**Sequential cells grouped by signal name**

Scale bar: 50 µm. Other sequential cells in the stronger grey, the rest of the logic in the fainter grey.
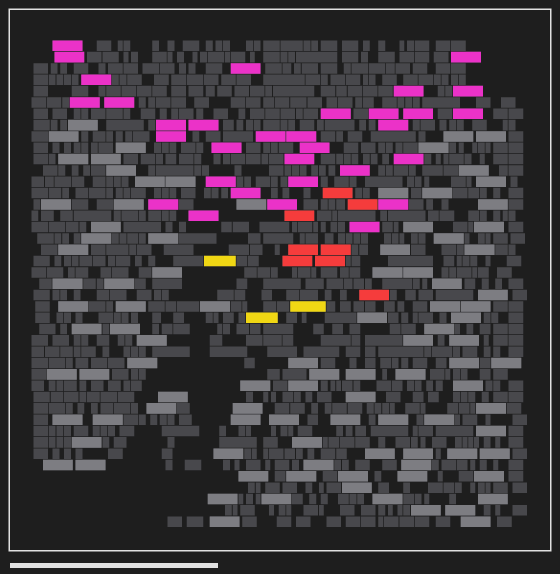
**Cell outlines without signal wires**

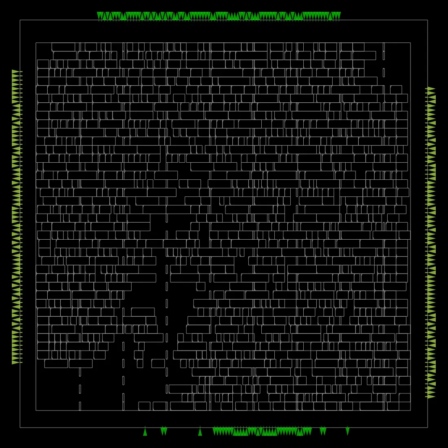
**Cell sizes after repair**

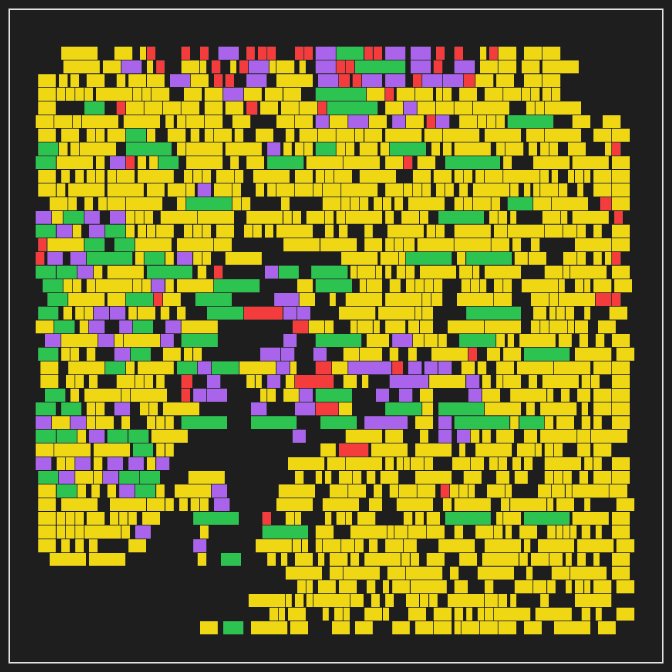
**Clock network drawn from the DEF**

Scale bar: 50 µm.
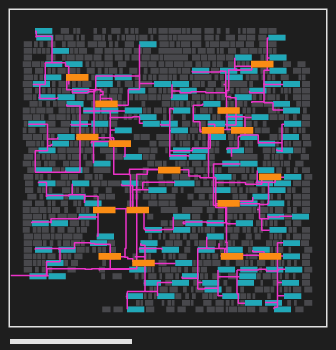
### src/rtl/mips_harvard_bus_sequencer.sv
// mips_harvard_bus_sequencer
//
// Lets the instruction port and the data port of mips_cpu_harvard share one
// single-port memory bus whose latency varies. The CPU is held through
// clk_enable while this block fetches the instruction and then performs the
// data access that instruction asks for, if any. The CPU is then released
// for exactly one clock edge.
//
// Ports
//   clk, reset          system clock; synchronous active-high reset
//   cpu_active          CPU still running; sampled once per instruction in NEXT
//   clk_enable          CPU clock enable, high only in the RUN cycle
//   instr_address       CPU fetch address
//   instr_readdata      registered fetched instruction
//   data_address        CPU data address (derived from instr_readdata)
//   data_read/write     CPU data request strobes
//   data_writedata      CPU store data
//   data_readdata       registered load data
//   mem_address         memory bus address
//   mem_read/mem_write  memory strobes, never both high
//   mem_writedata       memory write data
//   mem_waitrequest     memory stall
//   mem_readdata        memory read data, valid in the completing cycle
//   halted              sticky halt indication
//   bus_error           sticky timeout / conflicting-request flag
//
// Bus handshake: a strobe (mem_read or mem_write), together with mem_address
// and mem_writedata, is the request and stays stable while mem_waitrequest
// is high. The transfer completes on the first clock edge where the strobe
// is high and mem_waitrequest is low. If MAX_WAIT consecutive cycles pass
// with mem_waitrequest high, the transfer is abandoned and the block halts.
module mips_harvard_bus_sequencer #(
   parameter int MAX_WAIT = 255
) (
   input  logic        clk,
   input  logic        reset,
   input  logic        cpu_active,
   output logic        clk_enable,
   input  logic [31:0] instr_address,
   output logic [31:0] instr_readdata,
   input  logic [31:0] data_address,
   input  logic        data_write,
   input  logic        data_read,
   input  logic [31:0] data_writedata,
   output logic [31:0] data_readdata,
   output logic [31:0] mem_address,
   output logic        mem_read,
   output logic        mem_write,
   output logic [31:0] mem_writedata,
   input  logic        mem_waitrequest,
   input  logic [31:0] mem_readdata,
   output logic        halted,
   output logic        bus_error
);

   localparam int CW = (MAX_WAIT < 2) ? 1 : $clog2(MAX_WAIT + 1);

   typedef enum logic [2:0] {
      ST_FETCH = 3'd0,
      ST_CHECK = 3'd1,
      ST_DATA  = 3'd2,
      ST_RUN   = 3'd3,
      ST_NEXT  = 3'd4,
      ST_HALT  = 3'd5
   } state_t;

   state_t          state, state_nxt;
   logic [CW-1:0]   wait_cnt, wait_cnt_nxt;
   logic [31:0]     req_addr, req_wdata;
   logic            req_wr;
   logic            load_instr, load_data, latch_req, set_berr;
   logic            xfer, wait_expired;

   // This cycle is the last one allowed with waitrequest high.
   assign wait_expired = (wait_cnt == CW'(MAX_WAIT - 1));

   always_comb begin
      state_nxt     = state;
      wait_cnt_nxt  = wait_cnt;
      load_instr    = 1'b0;
      load_data     = 1'b0;
      latch_req     = 1'b0;
      set_berr      = 1'b0;
      xfer          = 1'b0;
      mem_read      = 1'b0;
      mem_write     = 1'b0;
      mem_address   = 32'd0;
      mem_writedata = 32'd0;
      clk_enable    = 1'b0;
      halted        = 1'b0;

      case (state)
         ST_FETCH: begin
            xfer        = 1'b1;
            mem_read    = 1'b1;
            mem_address = instr_address;
            if (!mem_waitrequest) begin
               load_instr = 1'b1;
               state_nxt  = ST_CHECK;
            end
         end
         ST_CHECK: begin
            if (data_read || data_write) begin
               latch_req = 1'b1;
               state_nxt = ST_DATA;
               // A write wins over a simultaneous read; the conflict is flagged.
               if (data_read && data_write) set_berr = 1'b1;
            end else begin
               state_nxt = ST_RUN;
            end
         end
         ST_DATA: begin
            xfer          = 1'b1;
            mem_address   = req_addr;
            mem_write     = req_wr;
            mem_read      = !req_wr;
            mem_writedata = req_wr ? req_wdata : 32'd0;
            if (!mem_waitrequest) begin
               load_data = !req_wr;
               state_nxt = ST_RUN;
            end
         end
         ST_RUN: begin
            clk_enable = 1'b1;
            state_nxt  = ST_NEXT;
         end
         ST_NEXT: begin
            state_nxt = cpu_active ? ST_FETCH : ST_HALT;
         end
         ST_HALT: begin
            halted = 1'b1;
         end
         default: state_nxt = ST_HALT;
      endcase

      // Shared wait-state accounting for FETCH and DATA transfers.
      if (xfer) begin
         if (!mem_waitrequest) begin
            wait_cnt_nxt = '0;
         end else begin
            wait_cnt_nxt = wait_cnt + 1'b1;
            if (wait_expired) begin
               set_berr  = 1'b1;
               state_nxt = ST_HALT;
            end
         end
      end

      // While reset is held nothing may reach the bus or the CPU.
      if (reset) begin
         mem_read      = 1'b0;
         mem_write     = 1'b0;
         mem_address   = 32'd0;
         mem_writedata = 32'd0;
         clk_enable    = 1'b0;
         halted        = 1'b0;
      end
   end

   always_ff @(posedge clk) begin
      if (reset) begin
         state          <= ST_FETCH;
         wait_cnt       <= '0;
         instr_readdata <= 32'd0;
         data_readdata  <= 32'd0;
         bus_error      <= 1'b0;
         req_addr       <= 32'd0;
         req_wdata      <= 32'd0;
         req_wr         <= 1'b0;
      end else begin
         state    <= state_nxt;
         wait_cnt <= wait_cnt_nxt;
         if (load_instr) instr_readdata <= mem_readdata;
         if (load_data)  data_readdata  <= mem_readdata;
         if (latch_req) begin
            req_addr  <= data_address;
            req_wdata <= data_writedata;
            req_wr    <= data_write;
         end
         if (set_berr) bus_error <= 1'b1;
      end
   end

endmodule

### config.mk
export PLATFORM = sky130hd
export DESIGN_NAME = mips_harvard_bus_sequencer
export DESIGN_NICKNAME = d
export VERILOG_FILES = /design/src/rtl/mips_harvard_bus_sequencer.sv
export SDC_FILE = /design/constraint.sdc
export NUM_CORES = 1
export LEC_CHECK = 0
export CAP_MARGIN = 20
export CORE_MARGIN = 5
export CORE_UTILIZATION = 43
export DETAILED_ROUTE_END_ITERATION = 10
export PLACE_DENSITY = 0.8
export SYNTH_ARGS = -nofsm -noshare
export SYNTH_HDL_FRONTEND = slang
export SYNTH_SLANG_ARGS = --single-unit
### constraint.sdc
create_clock -name clk -period 1.8 [get_ports clk]
set_input_delay 0.36 -clock clk [delete_from_list [all_inputs] [get_ports clk]]
set_output_delay 0.36 -clock clk [all_outputs]
set_load 0.005 [all_outputs]
==> design notes <==
After detailed routing, the number of vias per cell comes to 5.486. The flow ran to the end, but the final reports show violations. The dominant kind of combinational cell was simple AND/OR/NAND/NOR gates. The tools report the aggregate negative setup slack as -12.44 ns. In the setup report, the worst path falls into the class flop to output port. The startpoint type of the worst setup path was a flop.

Average cell area after synthesis: 8.045 µm². The final reports fail on negative setup slack. Per the detail_route report, routed wire per instance is 18.34 µm.

The net count after synthesis is 901. The total via count after detailed routing was 6,704. OpenSTA, run right after detailed placement, puts the worst setup slack at -0.2915 ns. The timing-limited maximum frequency was 466.7 MHz; the combinational cell fraction of total power was 19.9%.

Across the routed clock network, the largest skew measured is 0.008219 ns. The number of buffer cells added on primary ports works out to 266. The tools report the number of clock sinks as 141. The run gives 67 as the count of endpoints failing setup in the final report.

Post-route period utilization is reported as 119.0%. The longest incremental delay of any stage on the critical path is reported as 0.40 ns. The synth_stat.txt file lists the number of cells as 765.

The final timing report lists a max-slew violation count of 0. In this run the vertical extent of the chip is 129.6 µm. The post-placement cell count is 1,170. Largest area contributor in the synthesized netlist: sky130_fd_sc_hd__dfxtp_1.

The tools report the post-layout worst setup margin as -0.3427 ns. The clock period minus worst slack came out at 2.143 ns. The count of warning messages emitted by the tools works out to 29. The worst setup path is captured at an output port. CTS built an H-tree with a depth of 4.

After synthesis the netlist holds a flip-flop and latch count of 141.
## Picture notes: 'sequential cells grouped by signal name'
- state: yellow (flops 3)
- req_addr: magenta (flops 32)
- wait_cnt: red (flops 8; where middle)
sequential share of cell area: 27.87%
sequential logic power: 3.41 mW

## Picture notes: 'cell outlines without signal wires'
final-layout fill cell count: 1,015
final core utilization: 72.84%
# Taps: 180
non-filler cells in the finished layout: 1,222

## Picture notes: 'cell sizes after repair'
- _6 and larger: green (cells 79; share 7.6%)
- _3 and _4 cells: purple (cells 92; share 8.8%)
- _2 cells: red (cells 54; share 5.2%)
- _0 and _1 cells: yellow (cells 817; share 78%)
number of ordinary and repair buffers in the finished layout: 322
design area: 10,150 µm²
Setup WS post-layout: -0.3427 ns
Area Overhead vs Synth: 64.91%

## Picture notes: 'clock network drawn from the DEF'
- flip-flops: cyan (count 141)
- clock wires: magenta (length 1,740 µm)
- clock drivers: orange (count 17)
- flops lie: widely spread
- routed clock nets: 18
part of the total power dissipated in the clock network: 40.9%
clock insertion delay at the later pin of the skew report: 0.42 ns
power attributed to the clock group: 3.57 mW

[cells in the final DEF, fill, tap and decap left out, types with 19 or more instances in the layout]
cell                                n
sky130_fd_sc_hd__nor2_4            19
sky130_fd_sc_hd__dfxtp_1          138
sky130_fd_sc_hd__buf_2             35
sky130_fd_sc_hd__buf_6             39
sky130_fd_sc_hd__nand3_1           66
sky130_fd_sc_hd__nand2_1           66
sky130_fd_sc_hd__mux2i_1           32
sky130_fd_sc_hd__a21oi_1          135
sky130_fd_sc_hd__buf_4             32
sky130_fd_sc_hd__and2_4            31
sky130_fd_sc_hd__nand3b_1          32
sky130_fd_sc_hd__o21ai_0           88
sky130_fd_sc_hd__clkdlybuf4s50_1  197
[timing repair]
item	4_1_cts	5_1_grt
endpoints found under the hold margin	0	0
hold buffers	0	0
pin swaps	41	14
gates cloned	5	1
buffers inserted	13	5
endpoints found under the setup margin	68	73
gates resized	324	81
[power by group through the flow]
stage / Clock, mW / Sequential, mW / Combinational [mW]
floorplan: 0 / 3.45 / 0.715
global placement: 0 / 3.46 / 1.57
detailed placement: 0 / 3.47 / 1.59
CTS: 3.60 / 3.41 / 1.68
global route: 3.75 / 3.43 / 1.87
finish: 3.57 / 3.41 / 1.74
[final timing paths]
path                           from                end  slack, ns  depth (start not counted)
setup / recovery           state[0]    mem_address[11]      -0.34                          6
hold / removal                reset      req_wdata[18]       0.42                          3
hold reg to reg   instr_readdata[5]  instr_readdata[5]       0.45                          2
setup reg to reg           state[2]       req_wdata[0]          0                          5
[final cells by class]
| class | count | area (µm²) | area share [%] |
|---|---|---|---|
| clock buffer | 20 | 456.7 | 4.500 |
| clock inverter | 12 | 143.9 | 1.418 |
| inverter | 5 | 18.77 | 0.1849 |
| multi-input combinational | 542 | 3268 | 32.20 |
| sequential | 141 | 2829 | 27.87 |
| tap | 180 | 225.2 | 2.219 |
| timing repair buffer | 322 | 3208 | 31.61 |
[kinds of logic (layout without fill, tap and decap cells)]
logic type / after synthesis / count (layout)
fa+ha+maj: 2 / 2
simple gates: 262 / 262
compound gates: 244 / 244
xor+xnor: 2 / 2
mux: 32 / 32
flops: 141 / 141
buf+inv: 82 / 359
[cells in the mapped netlist (all sizes together)]
master and instances:
or2 2, ha 2, or4 2, a211oi 1
xnor2 2, nand2 66, or3 6, nor4b 2
inv 5, a311oi 1, nor2 38, clkbuf 57
o221ai 1, o31ai 1, o2bb2ai 1, nand2b 1
a21oi 136, nand4 1, or4b 1, o21ai 101
buf 20, nor4bb 1, and3 1, dfxtp 141
nand3 66, nand3b 32, nand4b 1, nor4 1
o32ai 1, nor2b 1, nor3 2, a31o 1
and2 32, nand4bb 1, or3b 2, nor3b 3
mux2i 32
[flip-flops by register name (all words and copies together) (netlist names)]
| signal | flops |
|---|---|
| req_addr | 32 |
| req_wdata | 32 |
| data_readdata | 32 |
| instr_readdata | 32 |
| bus_error | 1 |
| state | 3 |
| wait_cnt | 8 |
| req_wr | 1 |
[tightest hold or removal path, cell delays in order]
cell	delay (ns)
sky130_fd_sc_hd__buf_4	0.11
sky130_fd_sc_hd__buf_4	0.25
sky130_fd_sc_hd__a21oi_1	0.06
No activity file was given, so power comes from the tool's default toggle rates.
